==> config.mk <==
export PLATFORM = sky130hd
export DESIGN_NAME = uart_loader
export DESIGN_NICKNAME = d
export VERILOG_FILES = /design/src/rtl/loader_pkg.sv /design/src/rtl/uart_loader.sv
export SDC_FILE = /design/constraint.sdc
export NUM_CORES = 1
export LEC_CHECK = 0
export CORE_MARGIN = 5
export CORE_UTILIZATION = 46
export CTS_BUF_LIST = sky130_fd_sc_hd__clkbuf_16
export DETAILED_ROUTE_END_ITERATION = 8
export PLACE_DENSITY = 0.76
export SKIP_CTS_REPAIR_TIMING = 1
export SKIP_LAST_GASP = 1
export SYNTH_ARGS = -nofsm -noshare
export SYNTH_HDL_FRONTEND = slang
export SYNTH_SLANG_ARGS = --single-unit
==> constraint.sdc <==
create_clock -name i_clk -period 2.1 [get_ports i_clk]
set_input_delay 0.42 -clock i_clk [delete_from_list [all_inputs] [get_ports i_clk]]
set_output_delay 0.42 -clock i_clk [all_outputs]
set_load 0.03 [all_outputs]
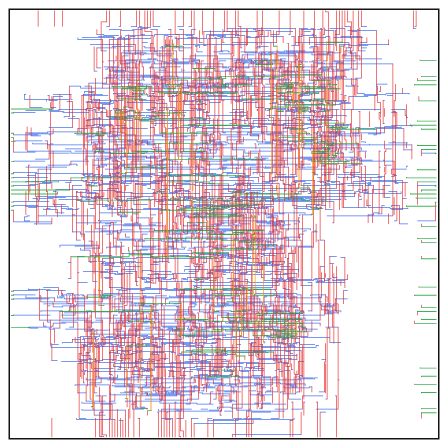
Figure 1: metal layers overlaid.
legend:
  metal 4:
    colour: orange
    wire_length: 807 µm
  metal 3:
    colour: green
    wire_length: 1,830 µm
  metal 1:
    colour: blue
    wire_length: 10,600 µm
  metal 2:
    colour: red
    wire_length: 12,300 µm
Tot GR Track Use: 21.8%
final WL: 25,500 µm
wire length per cell: 20.2 µm

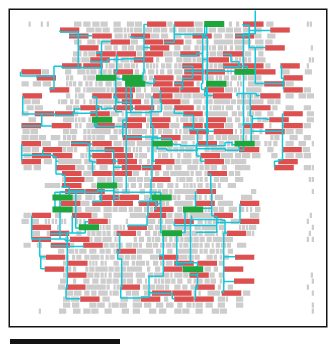
Figure 2: clock network drawn from the DEF.
The bar under the picture is 50 µm long.
legend:
  clock wires:
    colour: cyan
    length: 2,020 µm
  flip-flops:
    colour: red
    count: 165
  clock drivers:
    colour: green
    count: 17
flops lie: spread over the die
routed clock nets: 18
Clock group: 0.00329 W
Insertion Delay late pin: 0.43 ns

==> impl_metrics.env <==
# flow metrics
export IMPL_floorplan_core_util_pct=46.3
export IMPL_cp_depth=8
export IMPL_max_slew_margin_pct=61.7
export IMPL_clock_path_buffers=2
export IMPL_p_int_w=0.00867
export IMPL_setup_viol_count_final=49
export IMPL_worst_path_max_delay_cell="a211oi_4"
export IMPL_reg2regPathDepth=8
export IMPL_slowest_delay_ns=0.43
export IMPL_hold_viol_final=0
export IMPL_postRouteAntennaNets=0
export IMPL_ys_warnings_count=0
export IMPL_die_y_um=144
export IMPL_viasPerCell=5.99
export IMPL_diodes=0
export IMPL_path_max_fanout=6
export IMPL_cp_required_ns=2.41
export IMPL_numPortBuffers=107
export IMPL_top_cell_area_share_pct=50.2
export IMPL_seqPwrFrac_pct=29.7
export IMPL_drt_initial_drc_count=797
export IMPL_syn_avg_cell_area_um2=10.4
export IMPL_status="finished with violations"
export IMPL_maxCapViolCount=0
export IMPL_drc=0
export IMPL_rsz0062_at_grt="true"
export IMPL_power_w=0.0143
export IMPL_synthesis_area_um2=8230
export IMPL_antenna_found_initial=0
export IMPL_p_comb_w=0.00677
export IMPL_cp_num_buf_inv=1
export IMPL_clock_fmax_mhz=417
export IMPL_ff2ff_setup_slack_ns=-0.30
export IMPL_largest_reg_flops=40
export IMPL_pin_count=159
export IMPL_worstMarginPinSlew_ns=0.570
export IMPL_dr_pass1_iters=8
export IMPL_finish_instance_area_um2=11900
export IMPL_ys_chip_area_um2=8230
export IMPL_largest_area_cell="dfrtp_1"
export IMPL_chipArea_um2=20700
export IMPL_ir_drop_v=0.000746
export IMPL_cp_start_kind="flop"
export IMPL_ff_type="dfrtp_1"
export IMPL_clock_sinks=165
export IMPL_power_group_top="combinational cells"
export IMPL_grt_pass1_wl_um=35900
export IMPL_htreeDepth=4
export IMPL_final_cells=1266
export IMPL_post_place_ws_ns=-0.625
export IMPL_fin_ws_ns=-0.295
export IMPL_drv_slew=0
export IMPL_ys_types=72
export IMPL_clk_pin_slew_worst_paths_ns=0.06
export IMPL_synthArstFlopShare_pct=100
export IMPL_switching_power_w=0.00562
export IMPL_cp_arrival_ns=2.70
export IMPL_synthCells=791
export IMPL_layout_nets=1083
export IMPL_drive_gt1_share_pct=36.4
export IMPL_violations="setup timing"
export IMPL_grt_ovfl_total=0
export IMPL_path_cells="nor4bb_1 -> buf_4 -> nand4_1 -> mux2i_2 -> o2111ai_4 -> a211oi_4 -> nand2_2 -> a2bb2oi_1"
export IMPL_skew_ns=0.0106
export IMPL_grt_pass1_vias=6958
export IMPL_design_core_area_um2=17800
export IMPL_enable_flop_cells=0
export IMPL_final_util_pct=66.7
export IMPL_cellLeakagePower_nw=5.41
export IMPL_fin_crit_ns=2.40
export IMPL_clkPwrFrac_pct=23.0
export IMPL_powerDensity_nw_per_um2=1210
export IMPL_dp_hpwl_um=15700
export IMPL_grt_max_degree=56
export IMPL_fin_crit_sh_pct=114
export IMPL_cts_root_buf="clkbuf_16"
export IMPL_lay_top_count="dfrtp_1"
export IMPL_lay_top_cells="dfrtp_1, buf_4, clkdlybuf4s50_1, nand2_1, mux2_2"
export IMPL_gp_congestion=0.952
export IMPL_warnings=54
export IMPL_crit_family="AND-OR/OR-AND gates"
export IMPL_critPathKind="flop to flop"
## area by class of cell
cell class | instances | area, µm²
Inverter | 12 | 45.0
Timing Repair Buffer | 256 | 2540
Sequential cell | 165 | 4150
Tap cell | 229 | 287
Clock buffer | 17 | 425
Clock inverter | 15 | 186
Fill cell | 1245 | 5930
Multi-Input combinational cell | 572 | 4220
## Yosys cell counts, drive strengths merged (3+ instances only)
library cell	number
clkbuf	25
nand3	37
or4	4
mux2i	7
buf	43
xor2	3
mux2	83
and2	4
a21o	3
or3	4
a21oi	79
inv	12
a41o	3
dfrtp	165
nor2	32
a211oi	3
nor4	5
o211ai	4
o22ai	17
nand4	11
a22o	3
o21ai	58
a2bb2oi	5
o31ai	3
nor3	17
o32ai	3
a22oi	4
nand2b	8
ha	12
nand2	89
and3	8
nand4b	3
## stage by stage
| stage | TNS (ns) | hold WS (ns) |
|---|---|---|
| after floorplan | -0.288 | 0.124 |
| after global placement | -25.86 | 0.326 |
| after detailed placement | -29.34 | 0.331 |
| after CTS | -4.87 | -0.129 |
| after global routing | -8.37 | 0.467 |
| final | -3.04 | 0.442 |
## routing by layer
layer  vias to the layer above  track usage [%]  wire length [µm]
li1                       3294                -                 -
met1                      3794             31.1             10600
met2                       407             33.2             12300
met3                        85             3.49              1830
met4                         0             8.92               806
met5                         -                0                 0
## worst reg2reg max path, cell delays in order (launching register included)
cell and delay, ns:
dfrtp_1 0.38, nor4bb_1 0.30, buf_4 0.18, nand4_1 0.17, mux2i_2 0.33, o2111ai_4 0.20
a211oi_4 0.43, nand2_2 0.14, a2bb2oi_1 0.15
## cell families after synthesis
group	share of synthesized area, %
xor gates and xnor gates	0.532
and+or+nand+nor	14.9
adders and majority gates	2.07
AOI/OAI and AO/OA	14.7
buffers and inverters	5.34
DFF	50.2
muxes	12.2
other	0.0913
Power is estimated from default activity; no workload was simulated.
